run_1/placement_by_type.png
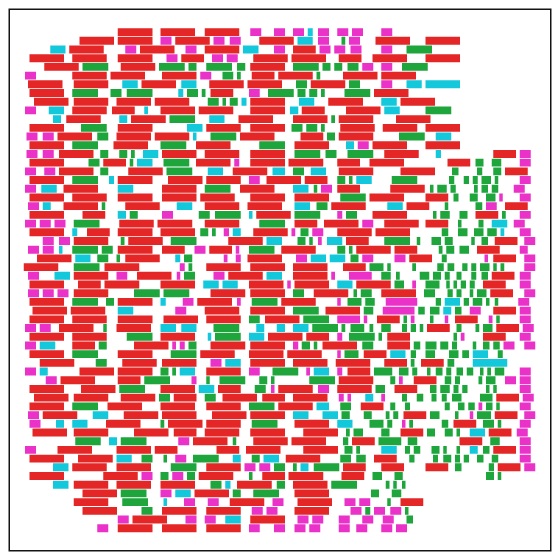
run_1/congestion.png
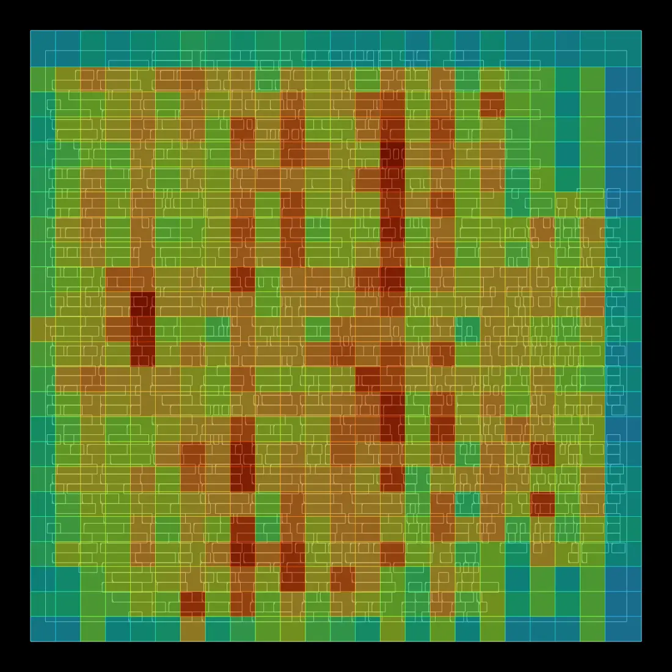
run_1/flops_by_reg.png
Bar = 50 um. Other sequential cells in the stronger grey, the rest of the logic in the fainter grey.
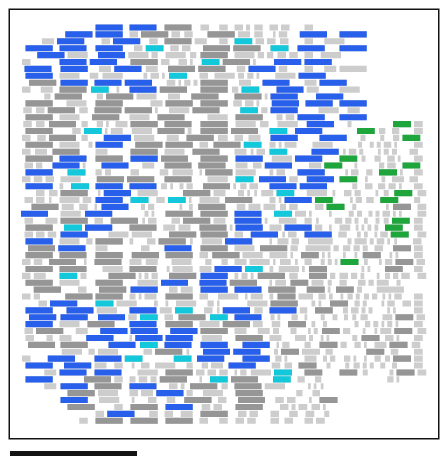
==> src/rtl/branch_resolver.sv <==
`default_nettype none
// ============================================================================
// Module   : branch_resolver
// Purpose  : Resolution end of the branch-prediction loop. Each fetched
//            branch is recorded with its predicted direction in an in-order
//            pending queue. When execute resolves the oldest branch, the
//            actual outcome is compared with the prediction. A registered
//            one-cycle update is then sent back to the predictor. A
//            mismatch also produces a flush and the corrected redirect PC.
// Ports    : clk, rst (sync, active-high), en (pipeline advance)
//            push/push_taken/push_target/push_fallthrough : fetch side
//            resolve/resolve_taken                        : execute side
//            branch/misprediction/flush/redirect_pc       : update pulses
//            count/full/empty/overflow/underflow          : queue status
//            total_branches/total_mispredictions          : saturating stats
// Revision : 1.0 - initial release
// ============================================================================
module branch_resolver #(
    parameter int DEPTH      = 4,
    parameter int ADDR_WIDTH = 32,
    parameter int CNT_WIDTH  = 16
) (
    input  logic                    clk,
    input  logic                    rst,
    input  logic                    en,
    input  logic                    push,
    input  logic                    push_taken,
    input  logic [ADDR_WIDTH-1:0]   push_target,
    input  logic [ADDR_WIDTH-1:0]   push_fallthrough,
    input  logic                    resolve,
    input  logic                    resolve_taken,
    output logic                    branch,
    output logic                    misprediction,
    output logic                    flush,
    output logic [ADDR_WIDTH-1:0]   redirect_pc,
    output logic [$clog2(DEPTH):0]  count,
    output logic                    full,
    output logic                    empty,
    output logic                    overflow,
    output logic                    underflow,
    output logic [CNT_WIDTH-1:0]    total_branches,
    output logic [CNT_WIDTH-1:0]    total_mispredictions
);

    localparam int c_PTR_W = $clog2(DEPTH);
    localparam int c_CNT_W = c_PTR_W + 1;
    localparam logic [c_CNT_W-1:0] c_DEPTH_CNT = c_CNT_W'(DEPTH);

    // Queue storage; contents are don't-care after reset, so no reset here.
    logic                  r_q_taken [DEPTH];
    logic [ADDR_WIDTH-1:0] r_q_target [DEPTH];
    logic [ADDR_WIDTH-1:0] r_q_fall [DEPTH];

    logic [c_PTR_W-1:0]    r_wr_ptr;
    logic [c_PTR_W-1:0]    r_rd_ptr;
    logic [c_CNT_W-1:0]    r_count;
    logic                  r_branch;
    logic                  r_mispred;
    logic [ADDR_WIDTH-1:0] r_redirect_pc;
    logic                  r_overflow;
    logic                  r_underflow;
    logic [CNT_WIDTH-1:0]  r_tot_br;
    logic [CNT_WIDTH-1:0]  r_tot_mp;

    logic w_full;
    logic w_empty;
    logic w_res_acc;
    logic w_mismatch;
    logic w_push_acc;
    logic w_push_drop;

    assign w_full    = (r_count == c_DEPTH_CNT);
    assign w_empty   = (r_count == '0);
    assign w_res_acc = en & resolve & ~w_empty;
    assign w_mismatch = w_res_acc & (r_q_taken[r_rd_ptr] != resolve_taken);
    // A full queue still accepts a push when the head retires in the same
    // cycle; any push in a mispredicting cycle is wrong-path and discarded.
    assign w_push_acc  = en & push & (~w_full | w_res_acc) & ~w_mismatch;
    // Overflow only counts pushes lost to lack of space, not flush kills.
    assign w_push_drop = en & push & w_full & ~w_res_acc;

    always_ff @(posedge clk) begin
        if (w_push_acc) begin
            r_q_taken[r_wr_ptr]  <= push_taken;
            r_q_target[r_wr_ptr] <= push_target;
            r_q_fall[r_wr_ptr]   <= push_fallthrough;
        end
    end

    always_ff @(posedge clk) begin
        if (rst) begin
            r_wr_ptr      <= '0;
            r_rd_ptr      <= '0;
            r_count       <= '0;
            r_branch      <= 1'b0;
            r_mispred     <= 1'b0;
            r_redirect_pc <= '0;
            r_overflow    <= 1'b0;
            r_underflow   <= 1'b0;
            r_tot_br      <= '0;
            r_tot_mp      <= '0;
        end else begin
            // Pulses follow the accepted resolve; en = 0 forces them low.
            r_branch  <= w_res_acc;
            r_mispred <= w_mismatch;

            if (w_push_drop) begin
                r_overflow <= 1'b1;
            end
            if (en & resolve & w_empty) begin
                r_underflow <= 1'b1;
            end

            if (w_mismatch) begin
                // Everything younger than the head is wrong-path: drop it all.
                r_count       <= '0;
                r_rd_ptr      <= r_wr_ptr;
                r_redirect_pc <= resolve_taken ? r_q_target[r_rd_ptr]
                                               : r_q_fall[r_rd_ptr];
            end else begin
                if (w_res_acc) begin
                    r_rd_ptr <= r_rd_ptr + c_PTR_W'(1);
                end
                if (w_push_acc) begin
                    r_wr_ptr <= r_wr_ptr + c_PTR_W'(1);
                end
                r_count <= r_count + c_CNT_W'(w_push_acc) - c_CNT_W'(w_res_acc);
            end

            if (w_res_acc && (r_tot_br != '1)) begin
                r_tot_br <= r_tot_br + CNT_WIDTH'(1);
            end
            if (w_mismatch && (r_tot_mp != '1)) begin
                r_tot_mp <= r_tot_mp + CNT_WIDTH'(1);
            end
        end
    end

    assign branch               = r_branch;
    assign misprediction        = r_mispred;
    assign flush                = r_mispred;
    assign redirect_pc          = r_redirect_pc;
    assign count                = r_count;
    assign full                 = w_full;
    assign empty                = w_empty;
    assign overflow             = r_overflow;
    assign underflow            = r_underflow;
    assign total_branches       = r_tot_br;
    assign total_mispredictions = r_tot_mp;

endmodule
`default_nettype wire

==> config.mk <==
export PLATFORM = sky130hd
export DESIGN_NAME = branch_resolver
export DESIGN_NICKNAME = d
export VERILOG_FILES = /design/src/rtl/branch_resolver.sv
export SDC_FILE = /design/constraint.sdc
export NUM_CORES = 1
export LEC_CHECK = 0
export CELL_PAD_IN_SITES_DETAIL_PLACEMENT = 1
export CELL_PAD_IN_SITES_GLOBAL_PLACEMENT = 1
export CORE_MARGIN = 4
export CORE_UTILIZATION = 50
export CTS_BUF_LIST = sky130_fd_sc_hd__clkbuf_4 sky130_fd_sc_hd__clkbuf_8
export DETAILED_ROUTE_END_ITERATION = 6
export GPL_TIMING_DRIVEN = 0
export MAX_ROUTING_LAYER = met4
export PLACE_DENSITY = 0.81
export RECOVER_POWER = 50
export SETUP_SLACK_MARGIN = 0.5
export SYNTH_ARGS = -nofsm -noshare
export SYNTH_HDL_FRONTEND = slang
export SYNTH_SLANG_ARGS = --single-unit
==> constraint.sdc <==
create_clock -name clk -period 5.05 [get_ports clk]
set_clock_uncertainty 0.1 [all_clocks]
set_input_delay 1.01 -clock clk [delete_from_list [all_inputs] [get_ports clk]]
set_output_delay 1.01 -clock clk [all_outputs]
set_load 0.005 [all_outputs]
==> Slide: Implementation Results, run 1 <==
Synthesis and Place & Route Summary

Outcome
  • Status: finished, violations left
  • Failing checks: max-capacitance violations, max-slew violations

Final layout
  • Most frequent cells in the layout: edfxtp_1, dlygate4sd3_1, dfxtp_1
  • Final core occ: 63.1%
  • Logic Gate Count: 351
  • Logic area: 0.00336 mm^2
  • Layout cell share with drive strength beyond 1: 18.2%
  • Top cell category: flip-flops and latches
  • Sequential cell area: 0.00935 mm^2
  • Bufs w/o clock: 186
  • Layout clock area frac: 7.02%

Route
  • Vias/cell: 5.67
  • Initial drt markers: 513
  • Vias: 7456
  • Antenna Violating Nets Remaining: 0
  • Metal2 WL: 15600 um
  • Avg WL per Cell: 23.1 um

Timing
  • WHS: 370 ps
  • Slew HR: -5.17%
  • Final setup fails: 0
  • Post-Route Setup TNS: 0 ps
  • Slew Limit Fails: 7

Clocking
  • Num CTS Buffers: 53
  • Setup Buffers After CTS: 0
  • Root Buffer: clkbuf_8
  • Reg clk slew, reported paths: 60 ps

Power and ir drop
  • Seq pwr: 3.20 mW
  • Comb pwr share: 11.5%
  • Switching part of the total: 23.9%
  • Total power: 6.32 mW
  • Clock network power: 2.40 mW

Logic synthesis
  • Synthesized Nets: 813
  • Top-count cell post-synth: edfxtp_1
  • Ys flops: 337
  • Yosys adder share: 0.833%
  • Commonest cells in the synthesized netlist: edfxtp_1, dfxtp_1, mux4_2
  • MUX share of area: 14.1%

Job
  • MaxCap Viol Count: 1
  • Tool warnings: 29

Floorplanning
  • Pre-Place Util: 51.0%

Setup path
  • Crit-path max cell delay: 600 ps
  • R2R Path End: r_q_target[3][1]
  • Crit Path Max Fanout: 33
  • CP max-delay cell: dlygate4sd3_1
  • Setup crit end: r_q_target[3][1]
  • CP required: 5220 ps

Placed design
  • Dpl cells: 1211
  • Number of port buffers: 143

Global route
  • Met1 demand-to-capacity share in global routing: 27.9%
  • First-pass GRT wire length: 47500 um

Min path
  • Worst hold start: underflow
Back to the opening pictures, placement_by_type.png:
Cyan is clock drivers and dummy loads, cells 98. Red is sequential cells, cells 337. Magenta is remaining buffers and delay cells, cells 186. Green is combinational and other logic, cells 358.

Back to the opening pictures, congestion.png:
busiest grt layer: met2
met3 Resource Use GR: 4.55%

Back to the opening pictures, flops_by_reg.png:
Green is total_branches, sequential cells 16, where east. Cyan is redirect_pc, sequential cells 32. Blue is r_q_fall, sequential cells 128.
Another 161 sequential cells are not coloured.

## run 1: registers in the layout (all words and copies together), names as in the netlist, named ones only
| signal | flops |
|---|---|
| branch | 1 |
| count | 3 |
| flush | 1 |
| overflow | 1 |
| r_q_fall | 128 |
| r_q_taken | 4 |
| r_q_target | 128 |
| r_rd_ptr | 2 |
| r_wr_ptr | 2 |
| redirect_pc | 32 |
| total_branches | 16 |
| total_mispredictions | 16 |
| underflow | 1 |
## run 1: worst reg2reg max path: cells and delay by family, from the launching register on
kind            cells  cell delay (ps)
buf+inv             2              560
xor+xnor            1              180
flops               1              360
simple gates        1              600
compound gates      1              560
mux                 1              570
==> run 2: changes to the inputs <==
- CORE_UTILIZATION: 50 -> 45
- PLACE_DENSITY: 0.81 -> 0.76
- clock period: 5.05 -> 2.8 ns (I/O delays scaled with it)
run_2/congestion.png
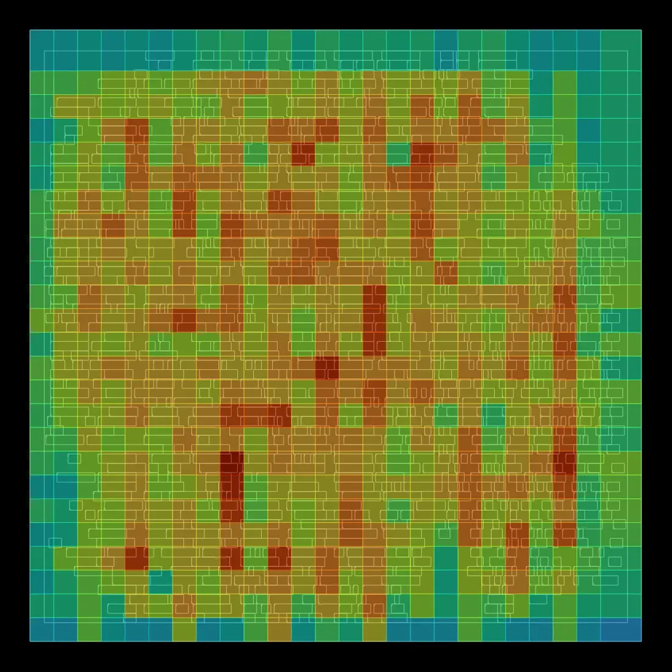
met3 Resource Use GR: 4.43%
GRT met2 Usage: 35.6%
met1 demand-to-capacity share in global routing: 28.1%

==> Slide: Implementation Results, run 2 <==
Synthesis and Place & Route Summary

Floorplanning
  • Core box area: 0.0281 mm^2 (was 0.0253 mm^2)
  • Pre-Place Util: 46.0% (was 51.0%)
  • Die height: 177 um (was 169 um)
  • I/O Pins: 145 (unchanged)
  • Tapcell Cnt: 378 (was 330)
  • Die X: 177 um (was 169 um)

Final layout
  • Top cell category: flip-flops and latches (unchanged)
  • Layout Nets: 1079 (was 1015)
  • Logic area: 0.00359 mm^2 (was 0.00336 mm^2)
  • Layout cell share with drive strength beyond 1: 25.9% (was 18.2%)
  • Layout clock area frac: 6.82% (was 7.02%)
  • Most frequent cells in the layout: edfxtp_1, dlygate4sd3_1, dfxtp_1 (unchanged)
  • Bufs w/o clock: 230 (was 186)
  • Fill cell count: 2629 (was 2280)
  • Flop count: 337 (unchanged)
  • Clock Buffer Count: 94 (was 77)
  • Logic Gate Count: 369 (was 351)
  • Inverter count: 7 (unchanged)
  • Non-clock buffers, area share: 13.8% (was 10.6%)
  • Post-Layout Cell Count: 1429 (was 1315)

Setup path
  • Reg2Reg Depth: 10 (was 6)
  • Crit path launch type: register (was input port)
  • CP Capture Type: register (unchanged)
  • CP required: 3120 ps (was 5220 ps)
  • CP top delay family: multiplexers (was buffers and inverters)
  • R2R Path End: count[2] (was r_q_target[3][1])
  • Setup crit end: count[2] (was r_q_target[3][1])
  • Crit Path Max Fanout: 3 (was 33)
  • Number of cells on the critical path: 10 (was 7)
  • Critical Path AT: 2970 ps (was 3550 ps)
  • Crit-path max cell delay: 530 ps (was 600 ps)
  • CP max-delay cell: mux4_2 (was dlygate4sd3_1)

Power and ir drop
  • Sw power: 2.85 mW (was 1.51 mW)
  • Total power: 11.9 mW (was 6.32 mW)
  • Top pwr grp: sequential cells (unchanged)
  • PD cells: 701 mW/mm^2 (was 396 mW/mm^2)
  • Comb pwr share: 14.2% (was 11.5%)
  • Clock network power: 4.42 mW (was 2.40 mW)
  • Switching part of the total: 24.0% (was 23.9%)
  • Reg power frac: 48.6% (was 50.6%)
  • P_comb: 1.68 mW (was 0.727 mW)

Logic synthesis
  • Cell Area, Synth: 0.0129 mm^2 (unchanged)
  • Commonest cells in the synthesized netlist: edfxtp_1, dfxtp_1, mux4_2 (unchanged)
  • Synthesized Nets: 813 (unchanged)
  • Syn Area/Cell: 17.6 um^2 (unchanged)
  • Cell taking the most area after synthesis: edfxtp_1 (unchanged)
  • Chip area in the Yosys report: 0.0129 mm^2 (unchanged)
  • Async S/R FF share, synth: 0% (unchanged)
  • Register area share after synthesis: 72.4% (unchanged)
  • Ys flops: 337 (unchanged)
  • Ys cells: 734 (unchanged)
  • Top area cell types: edfxtp_1, dfxtp_1, mux4_2 (unchanged)
  • Top-count cell post-synth: edfxtp_1 (unchanged)
  • Cells after Synth: 734 (unchanged)

Clocking
  • Reg clk slew, reported paths: 60 ps (about the same)
  • Root Buffer: clkbuf_8 (unchanged)
  • CTS sink cnt: 337 (unchanged)
  • Num CTS Buffers: 55 (was 53)
  • Setup Buffers After CTS: 20 (was 0)
  • Hold Buf Count CTS: 0 (unchanged)

Route
  • Routed WL: 34900 um (was 30400 um)
  • Vias/cell: 5.55 (was 5.67)
  • TritonRoute pass-1 iters: 4 (was 5)
  • Vias: 7924 (was 7456)
  • Initial drt markers: 538 (was 513)
  • DRC: 0 (unchanged)
  • Metal2 WL: 17600 um (was 15600 um)
  • Avg WL per Cell: 24.5 um (was 23.1 um)
  • Antenna Violating Nets Remaining: 0 (unchanged)

Global route
  • Vias in the first global route: 8315 (was 8152)
  • Busiest grt layer: met2 (unchanged)
  • First-pass GRT wire length: 50000 um (was 47500 um)
  • Initial antenna violation count: 5 (was 7)
  • Global route overflow: 0 (unchanged)

Placed design
  • Post-DP HPWL: 18700 um (was 19600 um)
  • Number of port buffers: 143 (unchanged)
  • Dpl cells: 1255 (was 1211)

Timing
  • Post-Route Setup TNS: 0 ps (unchanged)
  • Slew Limit Fails: 0 (was 7)
  • Slew HR: 36.4% (was -5.17%)
  • Final setup fails: 0 (unchanged)
  • WHS: 369 ps (was 370 ps)
  • Worst setup margin: 150 ps (was 1660 ps)
  • Worst-Margin Slew: 955 ps (was 1560 ps)

Outcome
  • Status: finished clean (was finished, violations left)

Job
  • MaxCap Viol Count: 0 (was 1)
  • Tool warnings: 32 (was 29)

Min path
  • Hold/Removal Path Class: register to register (unchanged)
run_2/flops_by_reg.png
Bar = 50 um. Other sequential cells in the stronger grey, the rest of the logic in the fainter grey.
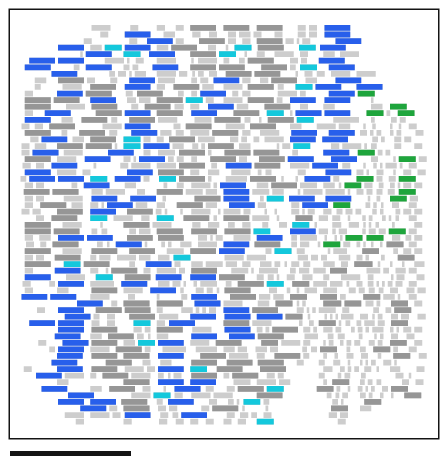
Cyan is redirect_pc, sequential cells 32. Blue is r_q_fall, sequential cells 128, where all over the die. Green is total_branches, sequential cells 16.
Another 161 sequential cells are not coloured.
sequential cell area: 0.00935 mm^2
seq pwr: 5.78 mW
final core occ: 60.3%
fraction of area in registers: 55.2%

[run 2: how the worst min path moves through the flow]
stage                            to        start  depth (start not counted)  slack [ps]
after global routing      underflow    underflow                          2         400
after floorplan            register  r_rd_ptr[1]                          2         350
after CTS                 underflow    underflow                          2         380
final                     underflow    underflow                          2         370
after global placement    underflow    underflow                          2         360
after detailed placement  underflow    underflow                          2         360
[run 2: logic make-up (layout without fill, tap and decap cells)]
group | Yosys count | in the layout | synth area share [%]
flops | 337 | 337 | 72.4
simple gates | 138 | 156 | 5.22
mux | 101 | 101 | 14.1
compound gates | 84 | 84 | 4.53
buf+inv | 46 | 340 | 1.50
xor+xnor | 20 | 20 | 1.41
fa+ha+maj | 8 | 8 | 0.833
other cells | 0 | 5 | 0
==> run 3: changes to the inputs <==
- REMOVE_ABC_BUFFERS: not set -> 1
run_3/flops_by_reg.png
Bar = 50 um. Other sequential cells in the stronger grey, the rest of the logic in the fainter grey.
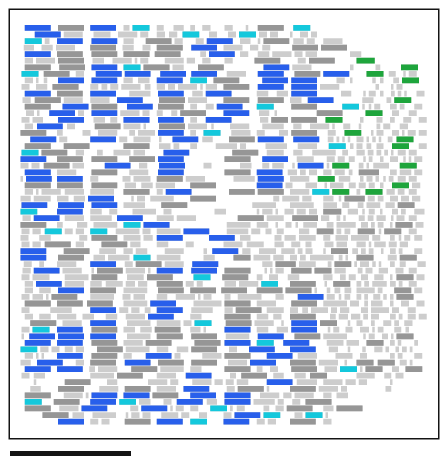
Green is total_branches, sequential cells 16. Blue is r_q_fall, sequential cells 128. Cyan is redirect_pc, sequential cells 32, where all over the die.

run_3/wires.png
Bar = 50 um.
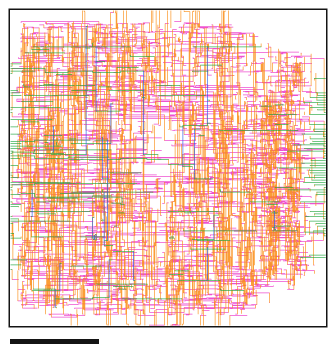
Green is metal 3, wire length 2420 um. Orange is metal 2, wire length 21.2 mm. Magenta is metal 1, wire length 15800 um. Blue is metal 4, wire length 530 um.
Routed WL: 40000 um
Avg WL per Cell: 27.5 um
Vias: 8199
total track usage: 22.9%

==> Slide: Implementation Results, run 3 <==
Synthesis and Place & Route Summary

Floorplanning
  • I/O Pins: 145 (unchanged)
  • Die height: 177 um (unchanged)
  • Die X: 177 um (unchanged)
  • Pre-Place Util: 46.0% (unchanged)
  • Core box area: 0.0281 mm^2 (unchanged)

Logic synthesis
  • Yosys adder share: 0.833% (unchanged)
  • Top area cell types: edfxtp_1, dfxtp_1, mux4_2 (unchanged)
  • Syn Area/Cell: 17.6 um^2 (unchanged)
  • XORs/XNORs by Area: 1.41% (unchanged)
  • Simple share: 5.22% (unchanged)
  • Register area share after synthesis: 72.4% (unchanged)
  • MUX share of area: 14.1% (unchanged)
  • Ys flops: 337 (unchanged)
  • Top logic family: multiplexers (unchanged)
  • Commonest cells in the synthesized netlist: edfxtp_1, dfxtp_1, mux4_2 (unchanged)
  • Ys cells: 734 (unchanged)
  • Cell taking the most area after synthesis: edfxtp_1 (unchanged)
  • Top-count cell post-synth: edfxtp_1 (unchanged)
  • Chip area in the Yosys report: 0.0129 mm^2 (unchanged)

Setup path
  • Crit Path Max Fanout: 3 (unchanged)
  • Critical Path AT: 3140 ps (was 2970 ps)
  • CP required: 3170 ps (was 3120 ps)
  • Setup crit end: count[2] (unchanged)
  • CP Capture Type: register (unchanged)

Global route
  • Global route overflow: 0 (unchanged)
  • GRT met2 Usage: 38.6% (was 35.6%)
  • Initial antenna violation count: 6 (was 5)
  • Met3 Resource Use GR: 5.01% (was 4.43%)
  • Met1 demand-to-capacity share in global routing: 28.8% (was 28.1%)
  • Vias in the first global route: 8471 (was 8315)
  • Busiest grt layer: met2 (unchanged)

Power and ir drop
  • Comb pwr share: 17.9% (was 14.2%)
  • Top pwr grp: sequential cells (unchanged)
  • Clock network power: 4.30 mW (was 4.42 mW)
  • PD cells: 672 mW/mm^2 (was 701 mW/mm^2)
  • Switching part of the total: 25.9% (was 24.0%)
  • Reg power frac: 47.1% (was 48.6%)

Clocking
  • CTS sink cnt: 337 (unchanged)
  • Hold Buf Count CTS: 0 (unchanged)
  • Late-Pin Clk Latency: 600 ps (was 580 ps)
  • Num CTS Buffers: 55 (unchanged)
  • Reg clk slew, reported paths: 70 ps (was 60 ps)
  • Root Buffer: clkbuf_8 (unchanged)

Final layout
  • Post-Layout Cell Count: 1454 (was 1429)
  • Fill cell count: 2470 (was 2629)
  • Layout Nets: 1104 (was 1079)
  • Most frequent cells in the layout: edfxtp_1, dlygate4sd3_1, dfxtp_1 (unchanged)
  • Final core occ: 65.2% (was 60.3%)

Route
  • DRC: 0 (unchanged)
  • Initial drt markers: 651 (was 538)
  • TritonRoute pass-1 iters: 5 (was 4)
  • Metal2 WL: 21200 um (was 17600 um)

Timing
  • Final setup fails: 0 (unchanged)
  • Slew HR: 3.68% (was 36.4%)
  • Worst-Margin Slew: 1440 ps (was 955 ps)
  • Slew Limit Fails: 0 (unchanged)
  • Worst setup margin: 32.6 ps (was 150 ps)
  • WHS: 405 ps (was 369 ps)

Job
  • MaxCap Viol Count: 0 (unchanged)
  • Tool warnings: 30 (was 32)

Placed design
  • Dpl cells: 1227 (was 1255)
  • Number of port buffers: 144 (was 143)
  • Post-DP HPWL: 16800 um (was 18700 um)

Outcome
  • Status: finished clean (unchanged)

Min path
  • Worst hold start: underflow (unchanged)
  • Hold/Removal Path Class: register to register (unchanged)
  • Worst hold endpoint: underflow (unchanged)
  • Worst hold stages: 2 (unchanged)
## run 3: cell counts after synthesis
No cell type changed its count.
## run 3: worst max-delay path, stage by stage, from the launching register on
cell,delay [ps]
dfxtp_4,390
buf_16,120
mux4_2,560
xor2_4,200
o21ai_2,150
o21ai_1,100
ha_2,210
fa_2,360
xnor2_2,150
xnor2_1,130
nor3_1,180
## run 3: cell type report
type                            count  area [um^2]  share of cell area [%]
Tap cell                          378          473                    2.58
Antenna cell                        8         20.0                   0.109
Sequential cell                   337         9370                    51.2
Timing Repair Buffer              266         3480                    19.0
Clock buffer                       82         1000                    5.48
Clock inverter                     18         92.6                   0.506
Inverter                            7         26.3                   0.144
Multi-Input combinational cell    358         3840                    21.0

## Gallery

Routed metal per tile.
(a)
Bar = 50 um. The die is cut into 35 by 35 equal tiles; dark blue is low, red is high, scaled to the fullest tile. Values are wire area over tile area, all layers added.
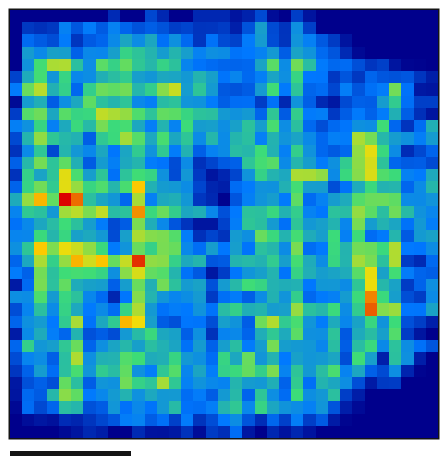
(b)
Bar = 50 um. The die is cut into 34 by 34 equal tiles; dark blue is low, red is high, scaled to the fullest tile. Values are wire area over tile area, all layers added.
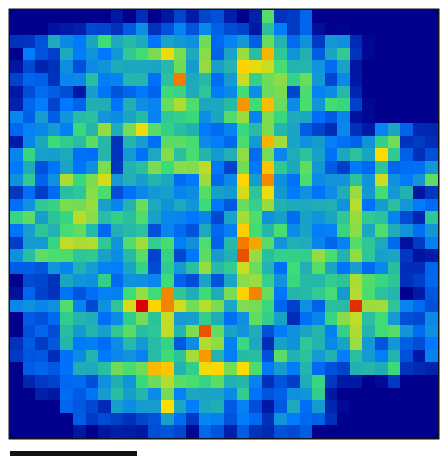
(c)
Bar = 50 um. The die is cut into 35 by 35 equal tiles; dark blue is low, red is high, scaled to the fullest tile. Values are wire area over tile area, all layers added.
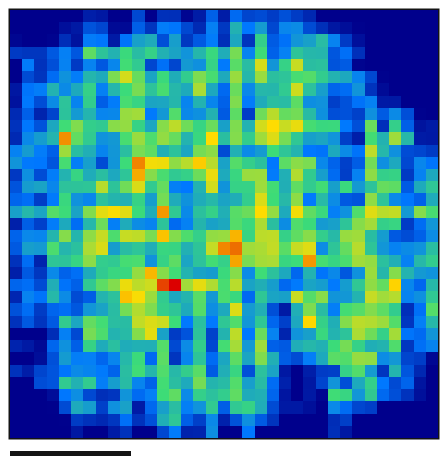
- (c) = run 2
- (b) = run 1
- (a) = run 3

Power and IR drop assume default switching activity.
